$ cat src/rtl/uart_tx_pkg.sv
// Shared definitions for the UART serial blocks: state encodings, defaults,
// and the mapping from FSM state to serial line level.
package uart_tx_pkg;

    localparam int unsigned DATA_W               = 8;
    localparam int unsigned DEFAULT_CLKS_PER_BIT = 434;  // 50 MHz / 115200 baud
    localparam int unsigned DEFAULT_CNT_W        = 16;

    localparam logic [2:0] ST_IDLE  = 3'd0;
    localparam logic [2:0] ST_START = 3'd1;
    localparam logic [2:0] ST_DATA  = 3'd2;
    localparam logic [2:0] ST_STOP  = 3'd3;
    localparam logic [2:0] ST_DONE  = 3'd4;

    localparam logic [2:0] LAST_BIT_IDX = 3'(DATA_W - 1);

    // Line level driven while in a given state; only DATA depends on the payload.
    function automatic logic line_level(input logic [2:0] state, input logic lsb);
        logic level;
        case (state)
            ST_START: level = 1'b0;
            ST_DATA:  level = lsb;
            default:  level = 1'b1;
        endcase
        return level;
    endfunction

endpackage

$ cat src/rtl/uart_tx_baud_counter.sv
// Modulo-CLKS_PER_BIT counter with synchronous clear and a wrap pulse marking
// the last cycle of each bit period; shared with the receive path.
module uart_tx_baud_counter
    import uart_tx_pkg::*;
#(
    parameter int unsigned CLKS_PER_BIT = DEFAULT_CLKS_PER_BIT,
    parameter int unsigned CNT_W        = DEFAULT_CNT_W
) (
    input  logic clk,
    input  logic reset,
    input  logic clear_i,
    input  logic en_i,
    output logic wrap_o
);

    localparam logic [CNT_W-1:0] LAST = CNT_W'(CLKS_PER_BIT - 1);

    logic [CNT_W-1:0] cnt_q;
    logic [CNT_W-1:0] cnt_d;
    logic             at_last;

    assign at_last = (cnt_q == LAST);
    assign wrap_o  = en_i && !clear_i && at_last;

    // NOTE: every variable written in always_comb gets a default first, so no
    // path leaves it unassigned and no latch is inferred.
    always_comb begin
        cnt_d = cnt_q;
        if (clear_i) begin
            cnt_d = '0;
        end else if (en_i) begin
            cnt_d = at_last ? '0 : cnt_q + 1'b1;
        end
    end

    // NOTE: state registers use non-blocking assignments so every flop samples
    // the pre-edge values regardless of statement order.
    always_ff @(posedge clk or posedge reset) begin
        if (reset) begin
            cnt_q <= '0;
        end else begin
            cnt_q <= cnt_d;
        end
    end

endmodule

$ cat src/rtl/uart_tx.sv
// 8N1 UART transmitter: accepts a byte on tx_en while idle, shifts it out LSB
// first between a start and stop bit, then pulses tx_done for one cycle.
module uart_tx
    import uart_tx_pkg::*;
#(
    parameter int unsigned CLKS_PER_BIT = DEFAULT_CLKS_PER_BIT,
    parameter int unsigned CNT_W        = DEFAULT_CNT_W
) (
    input  logic              clk,
    input  logic              reset,
    input  logic              tx_en,
    input  logic [DATA_W-1:0] tx_data,
    output logic              tx,
    output logic              tx_done,
    output logic              tx_busy
);

    logic [2:0]        state_q;
    logic [2:0]        state_d;
    logic [2:0]        bit_idx_q;
    logic [2:0]        bit_idx_d;
    logic [DATA_W-1:0] shift_q;
    logic [DATA_W-1:0] shift_d;
    logic              busy_q;
    logic              busy_d;
    logic              tx_q;
    logic              done_q;

    logic              baud_clear;
    logic              baud_en;
    logic              bit_end;

    assign baud_clear = (state_q == ST_IDLE);
    assign baud_en    = (state_q == ST_START) || (state_q == ST_DATA) || (state_q == ST_STOP);

    uart_tx_baud_counter #(
        .CLKS_PER_BIT (CLKS_PER_BIT),
        .CNT_W        (CNT_W)
    ) u_baud (
        .clk     (clk),
        .reset   (reset),
        .clear_i (baud_clear),
        .en_i    (baud_en),
        .wrap_o  (bit_end)
    );

    always_comb begin
        state_d   = state_q;
        bit_idx_d = bit_idx_q;
        shift_d   = shift_q;
        busy_d    = busy_q;
        case (state_q)
            ST_IDLE: begin
                if (tx_en) begin
                    shift_d   = tx_data;
                    bit_idx_d = '0;
                    busy_d    = 1'b1;
                    state_d   = ST_START;
                end
            end
            ST_START: begin
                if (bit_end) begin
                    bit_idx_d = '0;
                    state_d   = ST_DATA;
                end
            end
            ST_DATA: begin
                if (bit_end) begin
                    shift_d   = shift_q >> 1;
                    bit_idx_d = bit_idx_q + 3'd1;
                    if (bit_idx_q == LAST_BIT_IDX) begin
                        state_d = ST_STOP;
                    end
                end
            end
            ST_STOP: begin
                if (bit_end) begin
                    state_d = ST_DONE;
                end
            end
            ST_DONE: begin
                busy_d  = 1'b0;
                state_d = ST_IDLE;
            end
            default: begin
                busy_d  = 1'b0;
                state_d = ST_IDLE;
            end
        endcase
    end

    // Line and handshake outputs are registered from the current state, so tx
    // trails the state by one cycle and tx_done lands right after the stop bit.
    // NOTE: the shift register is a handful of flops, not a memory array, and
    // is reset so an aborted frame leaves no stale payload behind.
    always_ff @(posedge clk or posedge reset) begin
        if (reset) begin
            state_q   <= ST_IDLE;
            bit_idx_q <= '0;
            shift_q   <= '0;
            busy_q    <= 1'b0;
            tx_q      <= 1'b1;
            done_q    <= 1'b0;
        end else begin
            state_q   <= state_d;
            bit_idx_q <= bit_idx_d;
            shift_q   <= shift_d;
            busy_q    <= busy_d;
            tx_q      <= line_level(state_q, shift_q[0]);
            done_q    <= (state_q == ST_DONE);
        end
    end

    assign tx      = tx_q;
    assign tx_done = done_q;
    assign tx_busy = busy_q;

endmodule

$ cat config.mk
export PLATFORM = sky130hd
export DESIGN_NAME = uart_tx
export DESIGN_NICKNAME = d
export VERILOG_FILES = /design/src/rtl/uart_tx_pkg.sv /design/src/rtl/uart_tx_baud_counter.sv /design/src/rtl/uart_tx.sv
export SDC_FILE = /design/constraint.sdc
export NUM_CORES = 1
export LEC_CHECK = 0
export CAP_MARGIN = 20
export CORE_MARGIN = 2
export CORE_UTILIZATION = 53
export DETAILED_ROUTE_END_ITERATION = 10
export PLACE_DENSITY = 0.77
export REMOVE_ABC_BUFFERS = 1
export SYNTH_ARGS = -nofsm -noshare
export SYNTH_HDL_FRONTEND = slang
export SYNTH_SLANG_ARGS = --single-unit
$ cat constraint.sdc
create_clock -name clk -period 1.9 [get_ports clk]
set_clock_uncertainty 0.1 [all_clocks]
set_input_delay 0.38 -clock clk [delete_from_list [all_inputs] [get_ports clk]]
set_output_delay 0.38 -clock clk [all_outputs]
set_load 0.005 [all_outputs]
==> GITHUB_STEP_SUMMARY, run 1 <==
### Flow metrics

| Metric | Value |
|---|---|
| Run status | `finished clean` |
| Reg area | `slightly above 800 um2` |
| Crit path from | `tx$_DFF_PP1_` |
| Layout cells sized above 1 | `between 10% and 20%` |
| Late-Pin Clk Latency | `0.34 ns` |
| Worst reg2reg setup slack | `roughly 0.13 ns` |
| Least-Margin Pin Slew | `between 0.4 and 0.5 ns` |
| Synthesized instance count | `190` |
| Worst r2r src | `u_baud.cnt_q[1]$_DFFE_PP0P_` |
| Cell Area, Placed | `~0.0021 mm2` |
| Area Overhead vs Synth | `15.8%` |
| FMAX | `between 500 and 600 MHz` |
| Maximum VDD drop | `around 0.00032 V` |
| Nets | `232` |
| Area leader, netlist | `dfrtp_1` |
| Routed len/inst | `~14 um` |
| HPWL Detailed | `roughly 2700 um` |
| Initial antenna violation count | `0` |
| Critical-path cell list | `clkdlybuf4s50_1` |
| Final setup fails | `0` |
| Ys Warns | `0` |
| Worst R2R End | `state_q[1]$_DFFE_PP0P_` |
| Area leader share | `between 40% and 50%` |
| Logic cell area | `approximately 940 um2` |
| Die area | `between 0.004 and 0.005 mm2` |
| Critical setup path kind | `reg2out` |
| Startpoint types | `register` |
| Hold Buf Count CTS | `0` |
| GPL Wtd Cong | `just over 0.8` |
| Ys cells | `about 190` |
| Worst setup endpoint | `tx` |
| Max_slew headroom | `a little over two thirds` |
| Die height | `between 60 and 70 um` |
| Leakage | `around 0.96 nW` |
| DP Cell Count | `approximately 250` |
| Starting DRC count in detailed routing | `~59` |
| Final wirelength | `between 3000 and 4000 um` |
| Num ports | `14` |
| Worst path slowest cell | `dfstp_2` |
| Routed vias | `1537` |
| Async SR Flop Fraction | `100%` |
| Number of routed nets with antenna violations | `0` |
| Synth top cells by count | `32 x dfrtp_1, 23 x nor2_1, 10 x nor3_1, 9 x nand2_1` |
| Clock Root Buffer | `clkbuf_4` |
| DR DRC count | `0` |
| Max Root-Sink Buffers | `2` |
| CTS tree | `done` |
| Top FF cell, synth | `dfrtp_1` |
| Crit-path max FO | `1` |
| Vias per cell | `5.82` |
| Flip-flops with a built-in enable | `0` |
| Final period util | `a little over nine tenths` |
| Syn_area_per_cell | `about 9.9 um2` |
| Registers, synthesis | `33` |
| Worst Hold Class | `in2async` |
| Cells on worst reg2reg path | `7` |
| FP Util | `a little under three fifths` |
| Synth Seq Share | `a little over two fifths` |
| WP depth | `1` |
| Library cells used by synthesis | `46` |
| Vias in the first global route | `between 1000 and 1500` |
| Arrival time worst endpoint | `1.34 ns` |
| Global Route Usage Sum | `about a fifth` |
| H-tree Lvls | `2` |
| WP data required | `~1.4 ns` |
| Type of destination of the critical path | `output pin` |
| CP bufs+invs | `1` |
| Synth top area cells | `dfrtp_1 43%, nor2_1 4.6%, xor2_1 3.7%` |
| Num CTS Buffers | `5` |
| Clock period minus worst slack | `1.82 ns` |
| Hold Violations, Final | `0` |
| Cell area power density | `roughly 520 mW/mm2` |
[run 1: logic make-up after synthesis]
| family | synth area share (%) |
|---|---|
| DFF | 44.0 |
| and+or+nand+nor | 27.5 |
| adders and majority gates | 2.66 |
| muxes | 1.06 |
| AOI/OAI and AO/OA | 13.3 |
| xor gates and xnor gates | 4.66 |
| buffers and inverters | 6.85 |
[run 1: power by group]
part / total, mW / internal [mW] / switching (mW) / leakage, nW
sequential: 0.702 / 0.702 / 0 / 0.433
combinational: 0.0486 / 0.0249 / 0.0237 / 0.499
clock: 0.374 / 0.141 / 0.233 / 0.0320
total: 1.12 / 0.868 / 0.257 / 0.963
[run 1: registers in the layout, summed over array words and instances, names as in the netlist]
signal and flops:
u_baud.cnt_q 16, shift_q 8, bit_idx_q 3, state_q 3, tx 1, tx_busy 1
tx_done 1
[run 1: routing by layer]
layer	up-vias	track usage, %	share of wire, %
met5	-	0	0
met4	0	7.34	1.3
met3	5	6.07	3.5
met2	26	30.4	47
met1	760	26.4	48
li1	746	-	-
[run 1: timing repair]
item                       4_1_cts  5_1_grt
setup endpoints to repair        0       24
resized                          0        5
buffers inserted                 0        2
[run 1: worst register-to-register path, delay by kind of cell (launching register included)]
| kind | cells | cell delay (ns) |
|---|---|---|
| adders and majority gates | 1 | 0.13 |
| buffers and inverters | 2 | 0.23 |
| and+or+nand+nor | 3 | 0.75 |
| AOI/OAI and AO/OA | 1 | 0.12 |
| DFF | 1 | 0.39 |
[run 1: cells in the final DEF (no fill, tap or decap), drive strengths merged, types with 2 or more instances in the layout]
cell type | synthesis | layout
o21ai | 5 | 5
nand2 | 9 | 9
and3 | 3 | 3
clkinv | 0 | 2
or3 | 3 | 3
nand3b | 6 | 6
a31oi | 2 | 2
dfrtp | 32 | 32
o211ai | 2 | 2
buf | 9 | 20
clkbuf | 4 | 6
a211oi | 8 | 8
ha | 4 | 4
o22ai | 8 | 8
a21oi | 4 | 4
nand4 | 6 | 6
nor2 | 24 | 24
xnor2 | 2 | 2
clkdlybuf4s50 | 0 | 13
a21boi | 2 | 2
and2 | 3 | 3
nor3 | 10 | 10
nand3 | 5 | 5
mux2i | 2 | 2
nor4 | 2 | 2
a32o | 2 | 2
inv | 4 | 4
nor2b | 3 | 3
and4 | 6 | 6
xor2 | 8 | 8
or2 | 2 | 2
[run 1: through the flow]
stage	hold WS (ns)	worst slack [ns]	setup TNS, ns	power [mW]	utilization [%]
global placement	0.378	0.135	0	0.763	61.9
finish	0.317	0.0753	0	1.12	64.7
floorplan	0.370	-0.126	-1.43	0.734	-
detailed placement	0.399	0.0246	0	0.765	61.9
CTS	0.323	0.0420	0	1.14	63.4
global route	0.349	-0.0354	-0.308	1.17	64.7
[run 1: area by class of cell]
| class | count | area share, % |
|---|---|---|
| Clock buffer | 6 | 1.90 |
| Tap cell | 46 | 2.64 |
| Timing Repair Buffer | 33 | 13.1 |
| Inverter | 4 | 0.690 |
| Clock inverter | 2 | 0.460 |
| Sequential cell | 33 | 38.0 |
| Multi-Input combinational cell | 140 | 43.2 |
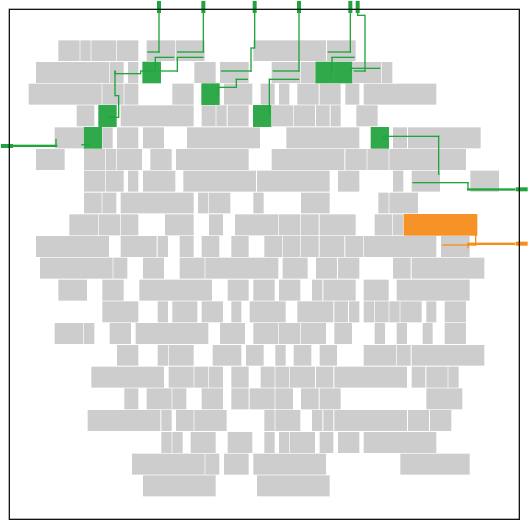
**Above:** run 1 (wires at chosen ports, followed through buffers).
Scale: 8 px per um.
orange -> `tx_done`  # bits 1, direction output, edge east, end cells 1, buffers 1, wire 12.1 um
green -> `tx_data`  # bits 8, direction input, edge 6 north, 1 east, 1 west, end cells 8, buffers 8, wire 134 um

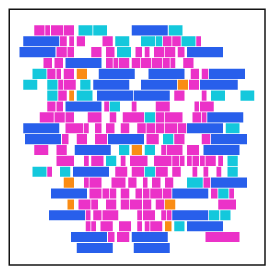
**Above:** run 1 (cell classes on the final placement).
Scale: 4 px per um.
orange -> clock drivers and dummy loads  # cells 8, share of their area 2.4%
blue -> flip-flops  # cells 33, share of their area 39%
cyan -> other buffers and delay cells  # cells 33, share of their area 13%
magenta -> all other logic  # cells 144, share of their area 45%
Core ar.: 0.00336 mm2
Seq/total area: 38.0%
final instance area: 0.00218 mm2

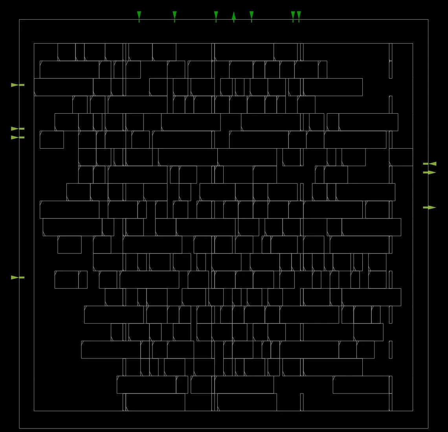
**Above:** run 1 (placement view).
Final Core Density: 64.7%
final std cells w/o fill: 264
num tapcells: 46
row cnt: 21
Filler cells: 288

**Run 1: clock network drawn from the DEF**

Scale: 4 px per um.
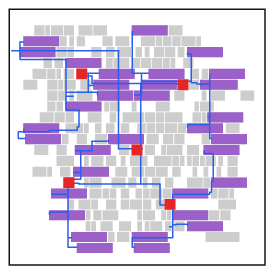

==> run 1 -> run 2 <==
--- a/config.mk
+++ b/config.mk
@@ -9,6 +9,7 @@
 export CORE_MARGIN = 2
 export CORE_UTILIZATION = 53
 export DETAILED_ROUTE_END_ITERATION = 10
+export MAX_ROUTING_LAYER = met4
 export PLACE_DENSITY = 0.77
 export REMOVE_ABC_BUFFERS = 1
 export SYNTH_ARGS = -nofsm -noshare
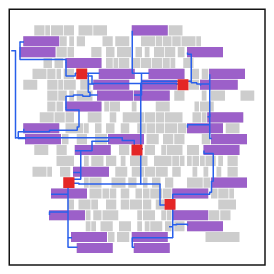
**Above:** run 2 (clock network drawn from the DEF).
Scale: 4 px per um.
blue -> clock wires  # length 390 um
purple -> flip-flops  # count 33
red -> cells driving clock nets  # count 5
flops lie = spread over the die
routed clock nets = 6

==> run 2 against run 1 <==
Critical path depth unchanged. Worst hold slack worse by 0.0025 ns. Combinational power about the same. Total power fell by 0.19%. Core utilization unchanged. Non-clock buffer count is the same. Sequential power is essentially flat. First-iteration DRC count is 5.1% higher. Sequential cell count did not move. Wire length hardly changed. Register-to-register slack about the same. Clock power barely moved. Critical endpoint unchanged.
==> GITHUB_STEP_SUMMARY, run 2 <==
### Flow metrics

| Metric | Value |
|---|---|
| Top flop regs | `u_baud.cnt_q: 16 flops, shift_q: 8 flops (unchanged)` |
| Clock period minus worst slack | `1.82 ns (about the same)` |
| Top reg by flops | `u_baud.cnt_q (unchanged)` |
| Most frequent cells in the layout | `32 x dfrtp_1, 23 x nor2_1, 17 x buf_4 (unchanged)` |
| Synth top cells by count | `32 x dfrtp_1, 23 x nor2_1, 10 x nor3_1, 9 x nand2_1 (unchanged)` |
| Seq pwr share | `62.5% (was 62.4%)` |
| Run status | `finished clean (unchanged)` |
| Routed vias | `1537 (unchanged)` |
| Cell area power density | `516 mW/mm2 (was 517 mW/mm2)` |
| Die area | `0.00404 mm2 (unchanged)` |
| HPWL Detailed | `2670 um (unchanged)` |
| Library cells used by synthesis | `46 (unchanged)` |
| Least-Margin Pin Slew | `0.458 ns (was 0.453 ns)` |
| Crit path from | `tx$_DFF_PP1_ (unchanged)` |
| Hold Violations, Final | `0 (unchanged)` |
| Routed len/inst | `14.2 um (about the same)` |
| Starting DRC count in detailed routing | `62 (was 59)` |
| WP data required | `1.42 ns (about the same)` |
| Arrival time worst endpoint | `1.34 ns (about the same)` |
| Final setup fails | `0 (unchanged)` |
| Flip-flops with a built-in enable | `0 (unchanged)` |
| Final period util | `95.9% (was 96.0%)` |
| Final setup TNS | `0 ns (unchanged)` |
| Switch share | `22.7% (was 22.9%)` |
| GPL Wtd Cong | `0.843 (was 0.830)` |
| Maximum VDD drop | `0.000319 V (about the same)` |
| Critical-path cell list | `clkdlybuf4s50_1 (unchanged)` |
| Number of routed nets with antenna violations | `0 (unchanged)` |
| Max reg flops | `16 (unchanged)` |
| Max_slew headroom | `69.5% (was 69.8%)` |
| Final wirelength | `3750 um (was 3740 um)` |
| Leakage | `0.963 nW (unchanged)` |
| Worst slack at placement | `0.0246 ns (unchanged)` |
| Area leader share | `42.6% (unchanged)` |
| Clock Root Buffer | `clkbuf_4 (unchanged)` |
| Most frequent logic cell in the layout | `dfrtp_1 (unchanged)` |
| Syn_area_per_cell | `9.90 um2 (unchanged)` |
| Row cnt | `21 (unchanged)` |
| Vias per cell | `5.82 (unchanged)` |
| Area leader, netlist | `dfrtp_1 (unchanged)` |
| CP bufs+invs | `1 (unchanged)` |
| Top FF cell, synth | `dfrtp_1 (unchanged)` |
| CTS tree | `done (unchanged)` |
| DR DRC count | `0 (unchanged)` |
| Switching power | `0.255 mW (was 0.257 mW)` |
| Type of destination of the critical path | `output pin (unchanged)` |
| Synth top area cells | `dfrtp_1 43%, nor2_1 4.6%, xor2_1 3.7% (unchanged)` |
| Core ar. | `0.00336 mm2 (unchanged)` |
| Combinational fraction of design power | `4.3% (about the same)` |
| Max Root-Sink Buffers | `2 (unchanged)` |
| Die height | `63.6 um (unchanged)` |
| Initial antenna violation count | `0 (unchanged)` |
| P_int | `0.868 mW (about the same)` |
| Tot Pwr | `1.12 mW (about the same)` |
| Late-Pin Clk Latency | `0.34 ns (about the same)` |
| Startpoint types | `register (unchanged)` |
| Registers, synthesis | `33 (unchanged)` |
| Synth Seq Share | `44.0% (unchanged)` |
| Worst r2r src | `u_baud.cnt_q[1]$_DFFE_PP0P_ (unchanged)` |
| Worst Hold Class | `in2async (unchanged)` |
| Ys Warns | `0 (unchanged)` |
| Global Route Usage Sum | `20.4% (was 19.8%)` |
| Area Overhead vs Synth | `15.8% (unchanged)` |
| Synthesized instance count | `190 (unchanged)` |
| Ys cells | `190 (unchanged)` |
| Num CTS Buffers | `5 (unchanged)` |
run 2: cell counts after synthesis:
Identical to the previous run, type by type.
run 2: layout make-up:
class                           count  area (um2)
Clock buffer                        6        41.3
Clock inverter                      2        10.0
Fill cell                         288        1190
Inverter                            4        15.0
Multi-Input combinational cell    140         941
Sequential cell                    33         827
Tap cell                           46        57.6
Timing Repair Buffer               33         285
run 2: worst paths after layout:
check / endpoint / slack [ns] / cells after the start
min: bit_idx_q[2]$_DFFE_PP0P_ / 0.31 / 3
min reg2reg: bit_idx_q[2]$_DFFE_PP0P_ / 0.42 / 1
max reg2reg: state_q[1]$_DFFE_PP0P_ / 0.12 / 7
min in group clk: bit_idx_q[2]$_DFFE_PP0P_ / 0.42 / 1
max in group asynchronous: tx$_DFF_PP1_ / 1.05 / 3
max: tx / 0.08 / 1
run 2: logic make-up (layout without fill, tap and decap cells):
kind of cell	count (synthesis)	count (layout)	synth area share (%)
compound gates	36	36	13.3
xor+xnor	10	10	4.66
fa+ha+maj	4	4	2.66
buf+inv	17	45	6.85
flops	33	33	44.0
mux	2	2	1.06
simple gates	88	88	27.5
run 2: what timing repair did:
item,in CTS,in global routing
endpoints found under the hold margin,0,0
setup endpoints to repair,0,24
setup buffers,0,2
gates resized,0,5
run 2: routing by layer:
layer	global-route usage, %	wire [um]	up-vias
met1	26.4	1790	757
met3	6.07	135	5
met2	30.4	1770	28
met5	-	0	-
met4	7.34	46	0
li1	-	-	747
run 2: per-stage QoR:
step | utilization, % | area [um2] | cells
6_report | 64.7 | 2180 | 264
5_1_grt | 64.7 | 2180 | 264
4_1_cts | 63.4 | 2130 | 261
3_5_place_dp | 61.9 | 2080 | 253
3_3_place_gp | 61.9 | 2080 | 253
2_1_floorplan | - | 1770 | 177
run 2: power by group through the flow:
stage	Combinational [mW]	Clock [mW]	Sequential (mW)
2_1_floorplan	0.0187	0	0.716
3_3_place_gp	0.0477	0	0.716
3_5_place_dp	0.0491	0	0.716
4_1_cts	0.0495	0.384	0.702
5_1_grt	0.0539	0.411	0.702
6_report	0.0485	0.372	0.702
**Run 2: placement view**

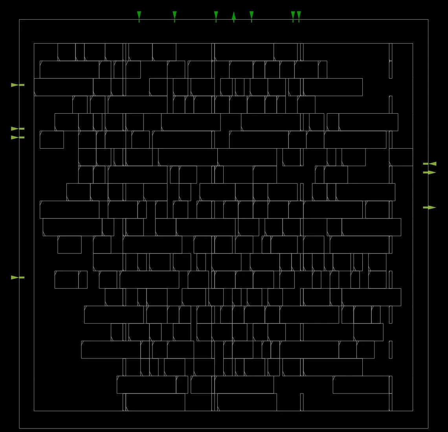

==> run 2 -> run 3 <==
--- a/config.mk
+++ b/config.mk
@@ -10,7 +10,7 @@
 export CORE_UTILIZATION = 53
 export DETAILED_ROUTE_END_ITERATION = 10
 export MAX_ROUTING_LAYER = met4
-export PLACE_DENSITY = 0.77
+export PLACE_DENSITY = 0.83
 export REMOVE_ABC_BUFFERS = 1
 export SYNTH_ARGS = -nofsm -noshare
 export SYNTH_HDL_FRONTEND = slang
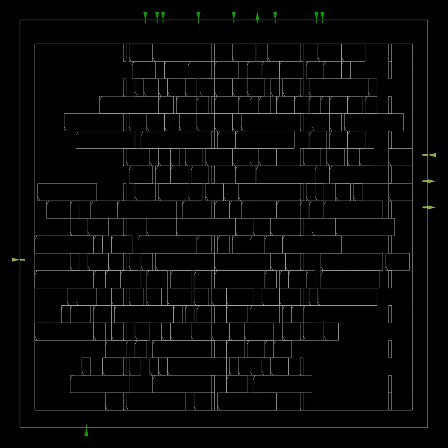
**Above:** run 3 (placement view).
final std cells w/o fill: 263
Filler cells: 259
Final Core Density: 65.8%
Seq/total area: 37.4%
flop count: 33

==> run 3 against run 2 <==
Non-clock buffer count fell by 1. Final cell count fell by 0.38%. Sequential share of layout area decreased by 0.57 points. Maximum frequency decreased by 1.1%. Sequential cell count is the same. Largest power group unchanged.
==> GITHUB_STEP_SUMMARY, run 3 <==
### Flow metrics

| Metric | Value |
|---|---|
| Late-Pin Clk Latency | `0.35 ns (was 0.34 ns)` |
| Arrival time worst endpoint | `1.36 ns (was 1.34 ns)` |
| Ys cells | `190 (unchanged)` |
| Maximum VDD drop | `0.000466 V (was 0.000319 V)` |
| Nets | `231 (was 232)` |
| Run status | `finished clean (unchanged)` |
| HPWL Detailed | `2820 um (was 2670 um)` |
| Routed vias | `1600 (was 1537)` |
| WP data required | `1.42 ns (about the same)` |
| Max reg flops | `16 (unchanged)` |
| Final instance area | `0.00221 mm2 (was 0.00218 mm2)` |
| Hold Violations, Final | `0 (unchanged)` |
| Cell area power density | `601 mW/mm2 (was 516 mW/mm2)` |
| Most frequent logic cell in the layout | `dfrtp_1 (unchanged)` |
| Most frequent cells in the layout | `31 x dfrtp_1, 23 x nor2_1, 19 x buf_4 (was 32 x dfrtp_1, 23 x nor2_1, 17 x buf_4)` |
| Worst Hold Class | `in2async (unchanged)` |
| Worst reg2reg setup slack | `0.09 ns (was 0.12 ns)` |
| Global Route Usage Sum | `23.5% (was 20.4%)` |
| Worst R2R End | `state_q[1]$_DFFE_PP0P_ (unchanged)` |
| Critical setup path kind | `reg2out (unchanged)` |
| Type of destination of the critical path | `output pin (unchanged)` |
| Clock period minus worst slack | `1.84 ns (was 1.82 ns)` |
| Worst path slowest cell | `dfstp_2 (unchanged)` |
| Leakage | `0.977 nW (was 0.963 nW)` |
| Final setup TNS | `0 ns (unchanged)` |
| Least-Margin Pin Slew | `0.422 ns (was 0.458 ns)` |
| Syn_area_per_cell | `9.90 um2 (unchanged)` |
| Area leader, netlist | `dfrtp_1 (unchanged)` |
| Logic cell area | `951 um2 (was 941 um2)` |
| H-tree Lvls | `2 (unchanged)` |
| Final period util | `97.0% (was 95.9%)` |
| Vias in the first global route | `1547 (was 1467)` |
| Async SR Flop Fraction | `100% (unchanged)` |
| Hold Worst Slack | `0.299 ns (was 0.315 ns)` |
| Library cells used by synthesis | `46 (unchanged)` |
| Num CTS Buffers | `5 (unchanged)` |
| Core ar. | `0.00336 mm2 (unchanged)` |
| Starting DRC count in detailed routing | `171 (was 62)` |
| Top FF cell, synth | `dfrtp_1 (unchanged)` |
| Area Overhead vs Synth | `17.7% (was 15.8%)` |
| Ys Warns | `0 (unchanged)` |
| Vias per cell | `6.08 (was 5.82)` |
| Die height | `63.6 um (unchanged)` |
| Final wirelength | `4120 um (was 3750 um)` |
| Top flop regs | `u_baud.cnt_q: 16 flops, shift_q: 8 flops (unchanged)` |
| Synth top area cells | `dfrtp_1 43%, nor2_1 4.6%, xor2_1 3.7% (unchanged)` |
| Critical-path cell list | `clkdlybuf4s50_1 (unchanged)` |
| Tot Pwr | `1.33 mW (was 1.12 mW)` |
| Max_slew headroom | `71.9% (was 69.5%)` |
| Synth Seq Share | `44.0% (unchanged)` |
| Initial antenna violation count | `0 (unchanged)` |
| Row cnt | `21 (unchanged)` |
| GPL Wtd Cong | `0.866 (was 0.843)` |
| Final setup fails | `0 (unchanged)` |
| Startpoint types | `register (unchanged)` |
| Max Root-Sink Buffers | `2 (unchanged)` |
| Registers, synthesis | `33 (unchanged)` |
| Cells on worst reg2reg path | `6 (was 7)` |
| Number of routed nets with antenna violations | `0 (unchanged)` |
| Synthesized instance count | `190 (unchanged)` |
| Area leader share | `42.6% (unchanged)` |
| Flip-flops with a built-in enable | `0 (unchanged)` |
| Num ports | `14 (unchanged)` |
| Clock Root Buffer | `clkbuf_4 (unchanged)` |
| CTS tree | `done (unchanged)` |
| Routed len/inst | `15.7 um (was 14.2 um)` |
| CP bufs+invs | `1 (unchanged)` |
| Synth top cells by count | `32 x dfrtp_1, 23 x nor2_1, 10 x nor3_1, 9 x nand2_1 (unchanged)` |
| Cell Area, Placed | `0.00207 mm2 (was 0.00208 mm2)` |
| Top reg by flops | `u_baud.cnt_q (unchanged)` |
| Layout cells sized above 1 | `19.4% (was 18.8%)` |
| Reg area | `828 um2 (was 827 um2)` |
| Crit-path max FO | `1 (unchanged)` |
| FMAX | `543 MHz (was 549 MHz)` |
| Worst r2r src | `u_baud.cnt_q[1]$_DFFE_PP0P_ (unchanged)` |
[run 3: cells by family after synthesis]
family,count (synthesis),synth area share [%]
compound gates,36,13.3
xor+xnor,10,4.66
fa+ha+maj,4,2.66
buf+inv,17,6.85
flops,33,44.0
mux,2,1.06
simple gates,88,27.5
[run 3: cell type report]
cell class | count | share of cell area, %
well taps | 46 | 2.60
inverters | 4 | 0.678
multi-input cells | 140 | 43.0
clock inverters | 2 | 1.70
flip-flops and latches | 33 | 37.4
repair buffers | 32 | 12.3
clock buffers | 6 | 2.32
[run 3: where the power goes]
group / internal [mW] / total [mW] / switching [mW]
Sequential: 0.702 / 0.702 / 0
Combinational: 0.0249 / 0.0482 / 0.0233
Clock: 0.313 / 0.580 / 0.267
[run 3: worst max path at each step]
stage                     depth (start not counted)                      endpoint                         from  slack [ns]
final                                             1                            tx                 tx$_DFF_PP1_        0.06
after global routing                              6        state_q[1]$_DFFE_PP0P_  u_baud.cnt_q[1]$_DFFE_PP0P_       0.006
after CTS                                         1                            tx                 tx$_DFF_PP1_        0.04
after detailed placement                          5      bit_idx_q[0]$_DFFE_PP0P_                        tx_en        0.06
after global placement                            5      bit_idx_q[0]$_DFFE_PP0P_                        tx_en        0.12
after floorplan                                   6  u_baud.cnt_q[10]$_DFFE_PP0P_  u_baud.cnt_q[1]$_DFFE_PP0P_       -0.13
[run 3: timing repair]
item,CTS,global route
buffers inserted,0,4
hold buffers,0,0
setup endpoints to repair,0,9
gates resized,0,5
[run 3: metrics by stage]
| step | instances | setup WS (ns) |
|---|---|---|
| floorplan | 177 | -0.126 |
| global placement | 251 | 0.120 |
| detailed placement | 251 | 0.0648 |
| CTS | 259 | 0.0353 |
| global route | 263 | 0.00556 |
| finish | 263 | 0.0575 |
[run 3: worst min-delay path, cell delays in order]
cell	delay [ns]
clkdlybuf4s50_1	0.39
inv_1	0.05
buf_4	0.37
[run 3: routing by layer]
layer  share of wire (%)  GRT usage (%)  up-vias
li1                    -              -      743
met1                  41           28.7      777
met2                  50           35.5       66
met3                 5.4           5.54       14
met4                 3.5           13.6        0
met5                   0              -        -
Power is estimated from default activity; no workload was simulated.
